==> config.mk <==
export PLATFORM = sky130hd
export DESIGN_NAME = uart_tx
export DESIGN_NICKNAME = d
export VERILOG_FILES = /design/src/rtl/uart_tx.sv
export SDC_FILE = /design/constraint.sdc
export NUM_CORES = 1
export LEC_CHECK = 0
export ABC_AREA = 1
export CORE_MARGIN = 3
export CORE_UTILIZATION = 50
export CTS_CLUSTER_DIAMETER = 100
export CTS_CLUSTER_SIZE = 20
export DETAILED_ROUTE_END_ITERATION = 12
export HOLD_SLACK_MARGIN = 0.15
export PLACE_DENSITY = 0.71
export SKIP_LAST_GASP = 1
export SYNTH_ARGS = -nofsm -noshare
export SYNTH_HDL_FRONTEND = slang
export SYNTH_SLANG_ARGS = --single-unit
export TNS_END_PERCENT = 50
==> constraint.sdc <==
create_clock -name CLK -period 2.4 [get_ports CLK]
set_input_delay 0.48 -clock CLK [delete_from_list [all_inputs] [get_ports CLK]]
set_output_delay 0.48 -clock CLK [all_outputs]
set_load 0.05 [all_outputs]
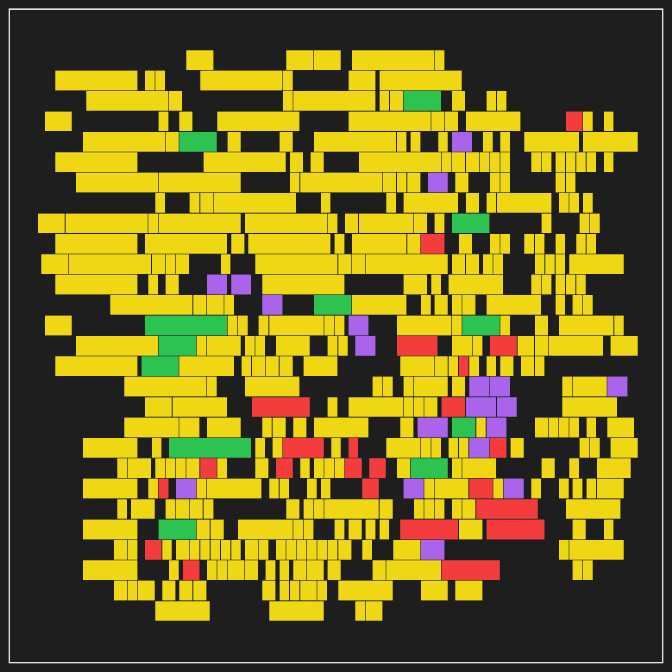
*Cell sizes after repair, run 1*
| size | colour | cells | share |
|---|---|---|---|
| _3 and _4 cells | purple | 19 | 4.5% |
| _2 cells | red | 23 | 5.5% |
| _0 and _1 cells | yellow | 365 | 87% |
| _6 and larger | green | 12 | 2.9% |
Final Worst Setup Slack: 160 ps
design area: 3790 sq um

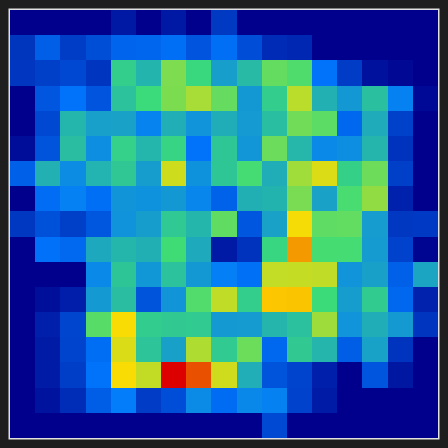
*Wiring heat map, run 1*
The die is cut into 17 by 17 equal tiles; dark blue is low, red is high, scaled to the fullest tile. Values are wire area over tile area, all layers added.
fullest tile: 0.50
nearly empty tiles: 22%
mean over tiles: 0.14
tiles over half the peak: 15%
DR vias: 2493
total track usage: 18.9%

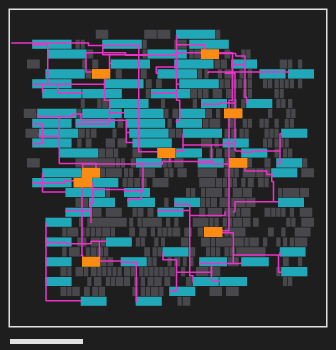
*Clock wires, drivers and flops, run 1*
The bar under the picture is 20 um long.
[clock wires] magenta | length: 941 um
[flip-flops] cyan | count: 71
[clock drivers] orange | count: 9
routed clock nets: 10
flops lie: all over the die
Clock Power Share: 26.6%
Final Skew: 7.40 ps
Clk power: 1070 uW
worst-skew pair later-pin latency: 360 ps

==> Changelog: implementation, run 1 <==
## Implementation

- Die Footprint: 7560 sq um
- Internal: 2540 uW
- I/O Pins: 17
- Registers: 71
- Sequential share of the synthesized area: 53.2%
- Nature of the critical path endpoint: register
- Synthesized instance count: 383
- Synth Register Bits: 71
- Fin. Hold Viols: 0
- R2r worst-path depth: 12
- Unrepaired setup endpoints after global routing: false
- Post-place setup slack: 58.4 ps
- Share of layout cells above drive strength 1: 12.9%
- Clock-cell share: 5.80%
- Worst slew margin: 57.1%
- Critical Path Start Type: register
- MI comb cells: 257
- CTS buffer count: 9
- Status: finished clean
- Non-clk invs: 46
- Buffers excl. clock: 29
- Leak pwr: 0.00149 uW
- Flop-to-flop setup slack: 160 ps
- P_seq: 1560 uW
- Yosys Instances: 383
- Worst IR Drop VDD: 0.689 mV
- PD cells: 1060 nW/um^2
- Clock buffer cells: 10
- FMAX: 446 MHz
- Post-Synthesis Net Count: 408
- Highest-power group: sequential cells
- TNS Setup: 0 ps
- Fin crit share: 93.3%
- Largest register FFs: 32
- Final setup vio count: 0
- Pin count of the biggest net entering global routing: 17
- Final Non-Filler Cells: 494
- Die X: 86.9 um
- Slew Limit Fails: 0
- Grt ovf: 0
- Critical Path Stages: 12
- Buffer share of cell area: 6.73%
- Final Net Count: 439
- Worst path slowest cell: fa_2
- Clock Sinks: 71
- HP Class: register to register
- Vias in the first global route: 2415
- Worst Path Max Fanout: 9
- Net Sw Frac: 37.0%
- Avg Cell Area, Syn: 8.55 sq um
- Synth warn: 0
- CP Cell Sequence: inv_1 > ha_2 > o21ai_2 > inv_2 > nand2_4 > inv_1 > ha_1 > inv_1 > ha_1 > inv_1 > fa_2 > nor2_1
- Critical path required time: 2650 ps
- Initial antenna violation count: 0
- Synthesis area per yosys: 3270 sq um
- Post-synth design cell area: 3270 sq um
- Worst Path Buf+Inv: 5
- Vias/cell: 5.05
- Clock tree buffer depth: 2
- Routability congestion estimate: 0.824
- WHS Path Cells: 1
- Tap cells: 75
- Reg area: 1750 sq um
- CP Class: register to register
- Dpl cell area: 3560 sq um
- Die Span Y: 86.9 um
- Synth cell types: 31
- Post-CTS setup buffers: 0
- Post-route ant nets: 0
- Logic power comb: 1400 uW
- Most numerous logic cells after layout: nor2_1, nand2_1, inv_1
- DRC viols: 0
- Psw: 1490 uW
- Routed WL: 6380 um
- Largest stage delay, worst path: 510 ps
- Worst slew pin tran: 642 ps
- Comb gate area: 1310 sq um
- H-tree levels: 3
- Ant. Diodes: 0
- Worst-path clk slew: 80 ps
- OpenROAD warnings: 32
- Synthesis-to-layout area growth: 15.9%
- CP delay by family, top: adder cells
- CTS root buf: clkbuf_8
- CP arrival: 2490 ps
- Fillers: 523
- Avg WL per Cell: 12.9 um
==> run 1: synth_stat cells <==
library cell  count  share of area, %
nand2_1          71               8.1
nor2_1           70               8.0
inv_1            43               4.9
dfxtp_1          39                24
edfxtp_1         32                29
o21ai_0          31               4.7
a21oi_1          20               3.1
nand3_1          18               2.8
ha_1             13               5.0
nor3_1            6              0.92
buf_2             4              0.61
nor2_2            4              0.76
inv_2             3              0.34
nand2_2           3              0.57
xor2_1            3              0.80
buf_8             2              0.92
clkbuf_1          2              0.23
nand2_4           2              0.69
nand4_1           2              0.38
nor4_1            2              0.38
o21ai_2           2              0.54
or2_0             2              0.38
buf_6             1              0.34
fa_1              1              0.61
mux2i_1           1              0.31
nand3_2           1              0.31
nor3b_1           1              0.23
o211ai_1          1              0.23
o22ai_1           1              0.19
or2_2             1              0.19
xnor2_1           1              0.27
==> run 1: repair_timing <==
item,in CTS,in global routing
resized,0,6
hold buffers,0,0
setup endpoints to repair,0,2
==> run 1: metrics by stage <==
step	total power (uW)	util, %
after global routing	4330	61.9
final	4030	61.9
after floorplan	2620	-
after global placement	2940	58.1
after detailed placement	2960	58.1
after CTS	4030	61.7
==> run 1: kinds of logic (layout without fill, tap and decap cells) <==
logic type / after synthesis / in the layout / share of synthesized area (%)
buffers and inverters: 55 / 91 / 7.37
xor gates and xnor gates: 4 / 4 / 1.07
muxes: 1 / 1 / 0.306
and+or+nand+nor: 183 / 183 / 23.7
DFF: 71 / 71 / 53.2
adders and majority gates: 14 / 14 / 5.58
AOI/OAI and AO/OA: 55 / 55 / 8.75
==> run 1: layer usage <==
metal | track usage [%] | wire [um]
met1 | 25.5 | 3000
met2 | 28.9 | 2890
met3 | 5.01 | 370
met4 | 7.37 | 120
met5 | 0 | 0
### Register map, names as in the netlist, run 1

The bar under the picture is 20 um long. Other sequential cells in the stronger grey, the rest of the logic in the fainter grey.
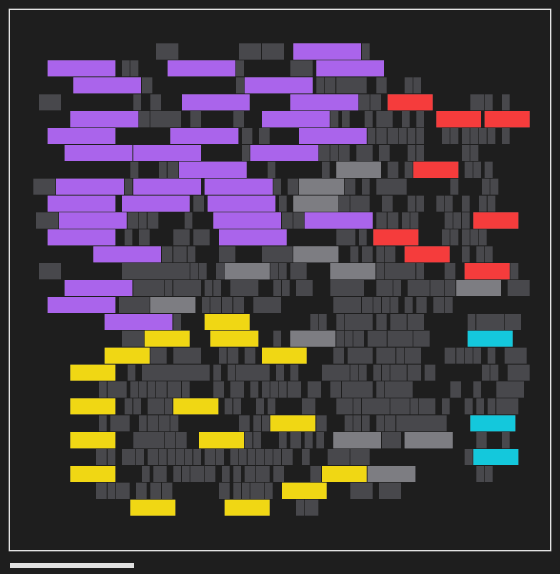

==> run 1 -> run 2 <==
Settings changed: SETUP_SLACK_MARGIN set to 0.15.
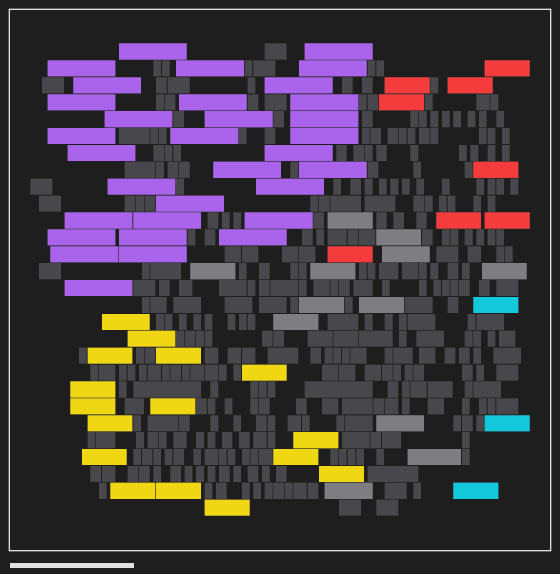
*Register map, names as in the netlist, run 2*
The bar under the picture is 20 um long. Other sequential cells in the stronger grey, the rest of the logic in the fainter grey.
| signal | colour | placed flops |
|---|---|---|
| mem | purple | 32 |
| shift | red | 8 |
| cnt | yellow | 16 |
| idx | cyan | 3 |
not coloured: 12
Reg area: 1750 sq um
post-layout util: 62.1%
P_seq: 1560 uW

==> run 2 against run 1 <==
  * Via count rose by 0.44%
  * Core utilization up 0.20 points
  * Sequential share of layout area hardly changed
  * Register-to-register slack improved by 70 ps
  * Clock power down 5%
  * Count of clock-buffer cells in the layout stayed put
  * Flip-flop count stayed put
  * Area after synthesis did not move
  * Worst hold slack better by 5.2 ps
  * Fmax increased by 3.2%
  * Critical path type unchanged
  * Largest power group unchanged
  * Highest routed layer unchanged
==> Changelog: implementation, run 2 <==
## Implementation

- Post-route ant nets: 0 (unchanged)
- WL met2: 2880 um (-0.42%)
- Synth warn: 0 (unchanged)
- Final setup vio count: 0 (unchanged)
- Post-synth top cells: nand2_1, nor2_1, inv_1, dfxtp_1, edfxtp_1
- Post-place setup slack: 133 ps (+74.3 ps)
- WHS Path Cells: 1 (unchanged)
- OpenROAD warnings: 33 (+3.1%)
- Pwr Total: 4000 uW (-0.78%)
- Grt ovf: 0 (unchanged)
- Sequential share of the synthesized area: 53.2% (unchanged)
- CTS buffer count: 9 (unchanged)
- Slew Limit Fails: 0 (unchanged)
- CP arrival: 2400 ps (-90 ps)
- Worst-path clk slew: 70 ps (about the same)
- Flop-to-flop setup slack: 230 ps (+70 ps)
- Synth cell types: 31 (unchanged)
- Worst slew pin tran: 629 ps (-13.8 ps)
- Share of layout cells above drive strength 1: 13.6% (+0.68 points)
- Vias/cell: 5.06 (+0.24%)
- DRC viols: 0 (unchanged)
- CTS root buf: clkbuf_8
- FMAX: 461 MHz (+3.2%)
- Die Span Y: 86.9 um (unchanged)
- DP HPWL: 4180 um
- Critical Path Start Type: register
- Worst Path Max Fanout: 4 (-5)
- Clock tree buffer depth: 2 (unchanged)
- Comb gate area: 1310 sq um (about the same)
- Post-synth design cell area: 3270 sq um (unchanged)
- Synth Flop Type: dfxtp_1
- Worst slew margin: 58.0% (+0.92 points)
- Avg Cell Area, Syn: 8.55 sq um (unchanged)
- Fillers: 544 (+4.0%)
- Most common cell in the netlist: nand2_1
- TNS Setup: 0 ps (unchanged)
- Largest register FFs: 32 (unchanged)
- Fin. Hold Viols: 0 (unchanged)
- Most numerous logic cells after layout: nand2_1, nor2_1, inv_1
- Largest stage delay, worst path: 510 ps (about the same)
- Critical path required time: 2630 ps (-20 ps)
- Initial antenna violation count: 0 (unchanged)
- CP Class: register to register
- Pin count of the biggest net entering global routing: 18 (+1)
- DRT met1 WL: 2850 um (-4.9%)
- Top cell area share: 29.3% (unchanged)
- Post-Synthesis Net Count: 408 (unchanged)
- Critical Path Stages: 15 (+3)
- Fin crit share: 90.4% (-2.9 points)
- I/O Pins: 17 (unchanged)
- Asr flop ratio synth: 0% (unchanged)
- H-tree levels: 3 (unchanged)
- Die X: 86.9 um (unchanged)
- CP Cell Sequence: ha_1 > inv_1 > nor2_2 > nand2_2 > nor2_2 > nand2_2 > nand2_4 > nand2_4 > inv_4 > ha_1 > inv_1 > ha_1 > inv_1 > fa_2 > nor2_1
- Worst IR Drop VDD: 0.664 mV (-3.6%)
- Synthesis area per yosys: 3270 sq um (unchanged)
- Synthesized instance count: 383 (unchanged)
- Final Net Count: 440 (+0.23%)
- CP delay by family, top: adder cells
- Final Skew: 10.3 ps (+2.94 ps)
- Synth top area cells: edfxtp_1, dfxtp_1, nand2_1
- EDFF count, synth: 32 (unchanged)
- Met3 Wirelength: 309 um (-16%)
- Top sig layer: met4
- Synthesis-to-layout area growth: 16.2%
- Nature of the critical path endpoint: register
- PD cells: 1050 nW/um^2 (-1.1%)
- Vias in the first global route: 2384 (-1.3%)
- Unrepaired setup endpoints after global routing: true
- Yosys Instances: 383 (unchanged)
- Final Worst Setup Slack: 230 ps (+70.1 ps)
- Worst-skew pair later-pin latency: 330 ps (-30 ps)
- IO Port Bufs: 16
- Worst path slowest cell: fa_2
- Worst Path Buf+Inv: 4 (-1)
- HP Class: register to register
- Routability congestion estimate: 0.829 (+0.64%)
- Leak pwr: 0.00151 uW (+0.95%)
- R2r worst-path depth: 15 (+3)
- Status: finished clean
- Die Footprint: 7560 sq um (unchanged)
- Synth area leader: edfxtp_1
- Ant. Diodes: 0 (unchanged)
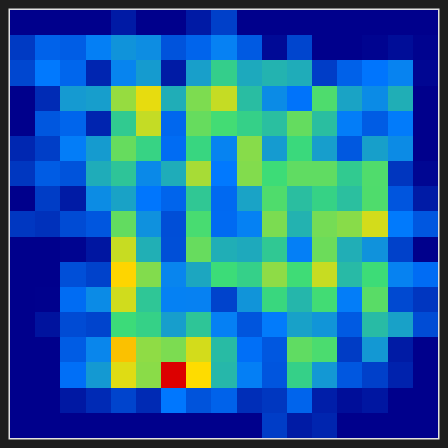
*Wiring heat map, run 2*
The die is cut into 17 by 17 equal tiles; dark blue is low, red is high, scaled to the fullest tile. Values are wire area over tile area, all layers added.
Routed WL: 6120 um
DR vias: 2504
Avg WL per Cell: 12.4 um
total track usage: 17.9%

## run 2: per-stage QoR
step | instance area, sq um | instances
6_report | 3810 | 495
2_1_floorplan | 3290 | 383
4_1_cts | 3790 | 495
3_3_place_gp | 3570 | 478
5_1_grt | 3810 | 495
3_5_place_dp | 3570 | 478
## run 2: kinds of logic after synthesis
| logic type | Yosys count | share of synthesized area [%] |
|---|---|---|
| AND/OR/NAND/NOR | 183 | 23.7 |
| adder cells (fa/ha/maj) | 14 | 5.58 |
| multiplexers | 1 | 0.306 |
| AND-OR/OR-AND | 55 | 8.75 |
| buffers and inverters | 55 | 7.37 |
| XOR/XNOR | 4 | 1.07 |
| flip-flops | 71 | 53.2 |
## run 2: what timing repair did
item	in CTS	in global routing
setup buffers	1	0
resized	2	6
endpoints found under the setup margin	1	3
pin swaps	0	2
hold buffers	0	0
## run 2: power breakdown
part / switching (uW) / total (uW) / leakage, uW / internal [uW]
Clock: 440 / 1020 / 0.000106 / 584
Combinational: 900 / 1410 / 0.000787 / 514
Sequential: 114 / 1560 / 0.000614 / 1450
## run 2: cell type report
cell class / instances / share of cell area (%)
Inverter: 46 / 4.60
Timing Repair Buffer: 30 / 6.97
Clock inverter: 6 / 2.27
Sequential cell: 71 / 46.0
Tap cell: 75 / 2.47
Multi-Input combinational cell: 257 / 34.3
Clock buffer: 10 / 3.35
## run 2: per-layer routing
metal  vias to the layer above  GRT usage, %
li1                       1299             -
met1                      1141          23.3
met2                        57          28.4
met3                         7          3.50
met4                         0          8.92
met5                         -             0
Power is estimated from default activity; no workload was simulated.
